==> config.mk <==
export PLATFORM = sky130hd
export DESIGN_NAME = pcm_udp_framer
export DESIGN_NICKNAME = d
export VERILOG_FILES = /design/src/rtl/pcm_udp_framer.sv
export SDC_FILE = /design/constraint.sdc
export NUM_CORES = 1
export LEC_CHECK = 0
export CORE_MARGIN = 2
export CORE_UTILIZATION = 28
export DETAILED_ROUTE_END_ITERATION = 6
export PLACE_DENSITY_LB_ADDON = 0.2
export SETUP_SLACK_MARGIN = 0.3
export SYNTH_ARGS = -nofsm -noshare
export SYNTH_HDL_FRONTEND = slang
export SYNTH_SLANG_ARGS = --single-unit
==> constraint.sdc <==
create_clock -name clk -period 7.4 [get_ports clk]
set_input_delay 1.48 -clock clk [delete_from_list [all_inputs] [get_ports clk]]
set_output_delay 1.48 -clock clk [all_outputs]
set_load 0.03 [all_outputs]
==> src/rtl/pcm_udp_framer.sv <==
// Turns the packetiser's length-only header plus byte stream into a full UDP header
// and a length-checked payload stream; bad or disabled frames never stall upstream.
module pcm_udp_framer #(
  parameter int MAX_PAYLOAD = 1472,
  parameter int TIMEOUT     = 4095
) (
  input  logic        clk,
  input  logic        rst,
  input  logic        s_hdr_valid,
  output logic        s_hdr_ready,
  input  logic [15:0] s_length,
  input  logic [7:0]  s_tdata,
  input  logic        s_tvalid,
  output logic        s_tready,
  input  logic        s_tlast,
  output logic        m_udp_hdr_valid,
  input  logic        m_udp_hdr_ready,
  output logic [31:0] m_ip_dest_ip,
  output logic [15:0] m_udp_source_port,
  output logic [15:0] m_udp_dest_port,
  output logic [15:0] m_udp_length,
  output logic [15:0] m_udp_checksum,
  output logic [7:0]  m_tdata,
  output logic        m_tvalid,
  input  logic        m_tready,
  output logic        m_tlast,
  output logic        m_tuser,
  input  logic        cfg_enable,
  input  logic [31:0] cfg_dest_ip,
  input  logic [15:0] cfg_dest_port,
  input  logic [15:0] cfg_src_port,
  output logic [31:0] stat_frames,
  output logic [15:0] stat_errors,
  output logic [15:0] stat_drops
);

  localparam int            TW     = (TIMEOUT < 1) ? 1 : $clog2(TIMEOUT + 1);
  localparam logic [TW-1:0] TO_MAX = TW'(TIMEOUT);
  localparam logic [15:0]   MAXP   = 16'(MAX_PAYLOAD);

  typedef enum logic [1:0] {IDLE, HDR, PAYLOAD, DRAIN} state_t;

  state_t        state_q, state_d;
  logic [31:0]   ip_q, ip_d;
  logic [15:0]   sport_q, sport_d;
  logic [15:0]   dport_q, dport_d;
  logic [15:0]   len_q, len_d;
  logic [15:0]   exp_q, exp_d;
  logic [15:0]   cnt_q, cnt_d;
  logic [TW-1:0] to_q, to_d;
  logic [31:0]   frames_q, frames_d;
  logic [15:0]   errors_q, errors_d;
  logic [15:0]   drops_q, drops_d;
  logic          last_pos;
  logic          timed_out;

  function automatic logic [31:0] sat_inc32(input logic [31:0] v);
    return (&v) ? v : v + 32'd1;
  endfunction

  function automatic logic [15:0] sat_inc16(input logic [15:0] v);
    return (&v) ? v : v + 16'd1;
  endfunction

  assign last_pos  = (cnt_q == exp_q - 16'd1);
  assign timed_out = (to_q == TO_MAX);

  always_comb begin
    state_d         = state_q;
    ip_d            = ip_q;
    sport_d         = sport_q;
    dport_d         = dport_q;
    len_d           = len_q;
    exp_d           = exp_q;
    cnt_d           = cnt_q;
    to_d            = to_q;
    frames_d        = frames_q;
    errors_d        = errors_q;
    drops_d         = drops_q;
    s_hdr_ready     = 1'b0;
    s_tready        = 1'b0;
    m_udp_hdr_valid = 1'b0;
    m_tdata         = 8'h00;
    m_tvalid        = 1'b0;
    m_tlast         = 1'b0;
    m_tuser         = 1'b0;
    case (state_q)
      IDLE: begin
        s_hdr_ready = 1'b1;
        if (s_hdr_valid) begin
          ip_d    = cfg_dest_ip;
          sport_d = cfg_src_port;
          dport_d = cfg_dest_port;
          len_d   = s_length;
          exp_d   = s_length - 16'd8;
          cnt_d   = 16'd0;
          if (!cfg_enable || (s_length < 16'd9) || ((s_length - 16'd8) > MAXP)) begin
            drops_d = sat_inc16(drops_q);
            state_d = DRAIN;
          end else begin
            state_d = HDR;
          end
        end
      end
      HDR: begin
        m_udp_hdr_valid = 1'b1;
        to_d            = '0;
        if (m_udp_hdr_ready) state_d = PAYLOAD;
      end
      PAYLOAD: begin
        s_tready = m_tready;
        if (s_tvalid) begin
          // A real byte always beats the timeout; tlast and the length limit decide the end.
          to_d     = '0;
          m_tvalid = 1'b1;
          m_tdata  = s_tdata;
          m_tlast  = s_tlast | last_pos;
          m_tuser  = s_tlast ^ last_pos;
          if (m_tready) begin
            cnt_d = cnt_q + 16'd1;
            if (s_tlast) begin
              if (last_pos) frames_d = sat_inc32(frames_q);
              else          errors_d = sat_inc16(errors_q);
              state_d = IDLE;
            end else if (last_pos) begin
              errors_d = sat_inc16(errors_q);
              state_d  = DRAIN;
            end
          end
        end else if (timed_out) begin
          m_tvalid = 1'b1;
          m_tlast  = 1'b1;
          m_tuser  = 1'b1;
          if (m_tready) begin
            errors_d = sat_inc16(errors_q);
            state_d  = DRAIN;
          end
        end else begin
          to_d = to_q + TW'(1);
        end
      end
      DRAIN: begin
        s_tready = 1'b1;
        if (s_tvalid && s_tlast) state_d = IDLE;
      end
      default: state_d = IDLE;
    endcase
  end

  always_ff @(posedge clk) begin
    if (rst) begin
      state_q  <= IDLE;
      ip_q     <= '0;
      sport_q  <= '0;
      dport_q  <= '0;
      len_q    <= '0;
      exp_q    <= '0;
      cnt_q    <= '0;
      to_q     <= '0;
      frames_q <= '0;
      errors_q <= '0;
      drops_q  <= '0;
    end else begin
      state_q  <= state_d;
      ip_q     <= ip_d;
      sport_q  <= sport_d;
      dport_q  <= dport_d;
      len_q    <= len_d;
      exp_q    <= exp_d;
      cnt_q    <= cnt_d;
      to_q     <= to_d;
      frames_q <= frames_d;
      errors_q <= errors_d;
      drops_q  <= drops_d;
    end
  end

  assign m_ip_dest_ip      = ip_q;
  assign m_udp_source_port = sport_q;
  assign m_udp_dest_port   = dport_q;
  assign m_udp_length      = len_q;
  assign m_udp_checksum    = 16'h0000;
  assign stat_frames       = frames_q;
  assign stat_errors       = errors_q;
  assign stat_drops        = drops_q;

endmodule

==> summary.rpt <==
==== FLOW RESULTS ====
----------------------------------------------------
[Run status]
  Result of the run ........................ finished clean

[Floorplan]
  Total core area ........................ 30800 um^2
  Height of the die ........................ 182 um

[Cells and area]
  Antenna Cells ........................ 0
  Non-clock inverter instance count of the final layout ........................ 20
  Dominant class by area ........................ combinational gates
  Layout Area Growth over Synthesis ........................ 37.5%
  Cell Count, Final, Fillers Out ........................ 1707
  Sequential cell area ........................ 3740 um^2

[Clock network]
  Clock Sinks ........................ 187
  Total number of H-tree levels ........................ 4
  Clock latency reported for the late side of the worst-skew pair ........................ 0.44 ns
  Number of buffers inserted to repair setup after CTS ........................ 0

[Final timing]
  Post-route minimum period ........................ 5.55 ns
  Final Skew ........................ 0.0204 ns
  Actual slew at the worst max-slew pin ........................ 0.981 ns

[Synthesis]
  Distinct cells, synth ........................ 65
  AND-OR/OR-AND share of the synthesized area ........................ 12.7%
  Most area-hungry cell type in the Yosys netlist ........................ sky130_fd_sc_hd__dfxtp_1
  Top cell type by instance count after synthesis ........................ sky130_fd_sc_hd__nand2_1
  Adder and majority cell fraction of the synthesized area ........................ 1.13%
  Top area cell types ........................ sky130_fd_sc_hd__dfxtp_1, sky130_fd_sc_hd__nand2_1, sky130_fd_sc_hd__a21oi_1
  Mapped cell area ........................ 8820 um^2
  Mux frac, synth ........................ 0.695%
  Most common library cells after synthesis ........................ sky130_fd_sc_hd__nand2_1, sky130_fd_sc_hd__dfxtp_1, sky130_fd_sc_hd__a21oi_1
  Synthesized instance count ........................ 1090
  EDFF count, synth ........................ 0

[Setup path]
  Crit path buffers/inverters ........................ 3
  Stage delay of the slowest cell on the critical path ........................ 0.70 ns
  Data required time at the worst endpoint ........................ 5.92 ns
  Cell count along the critical path ........................ 11
  Reg2reg setup slack ........................ 3.66 ns
  Critical Path End Type ........................ primary output
  Worst path most repeated cell ........................ sky130_fd_sc_hd__ha_1
  Number of cells traversed by the worst register-to-register path ........................ 12
  Reg-to-reg critical path startpoint ........................ m_udp_length[0]$_SDFFE_PP0P_

[Routing]
  DR WL/cell ........................ 15.4 um
  Total iterations of the first detailed-routing run ........................ 7
  DRC violations left ........................ 0

[Pwr]
  Fraction of power consumed by the clock network ........................ 38.3%
  Switching power share of the total ........................ 29.3%
  Group with the largest share of power ........................ sequential cells
  Standby leakage power ........................ 4.30 nW
  Cell internal power dissipation ........................ 1.79 mW

[GRT]
  Met3 global-route usage ........................ 4.83%
  Total congestion overflow after global routing ........................ 0

[Min path]
  Number of stages on the worst hold path ........................ 2
  Startpoint of the lowest-slack hold path ........................ m_ip_dest_ip[16]$_SDFFE_PP0P_

----------------------------------------------------
==> images/m3.png <==
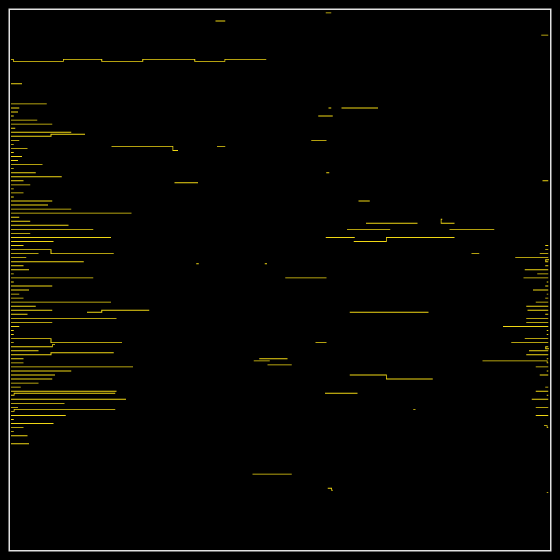
The layer carries 1600 um of wire. 146 nets have wire on it. The longest straight run is 40.7 um. The wires run mostly horizontal. The layer holds 6.1% of the routed length.

==> images/m2.png <==
Bar = 50 um.
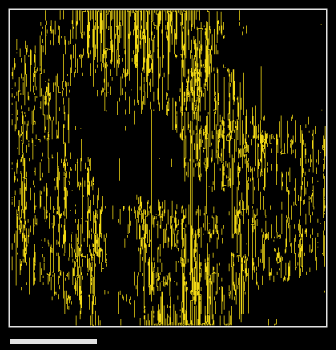
The layer holds 47% of the routed length. The layer carries 12300 um of wire. 1125 nets have wire on it. The wires run mostly vertical.
number of vias after detailed routing: 8102
Total Wirelength: 26200 um

Power figures rest on the tool's default switching activity, not on a simulated workload.
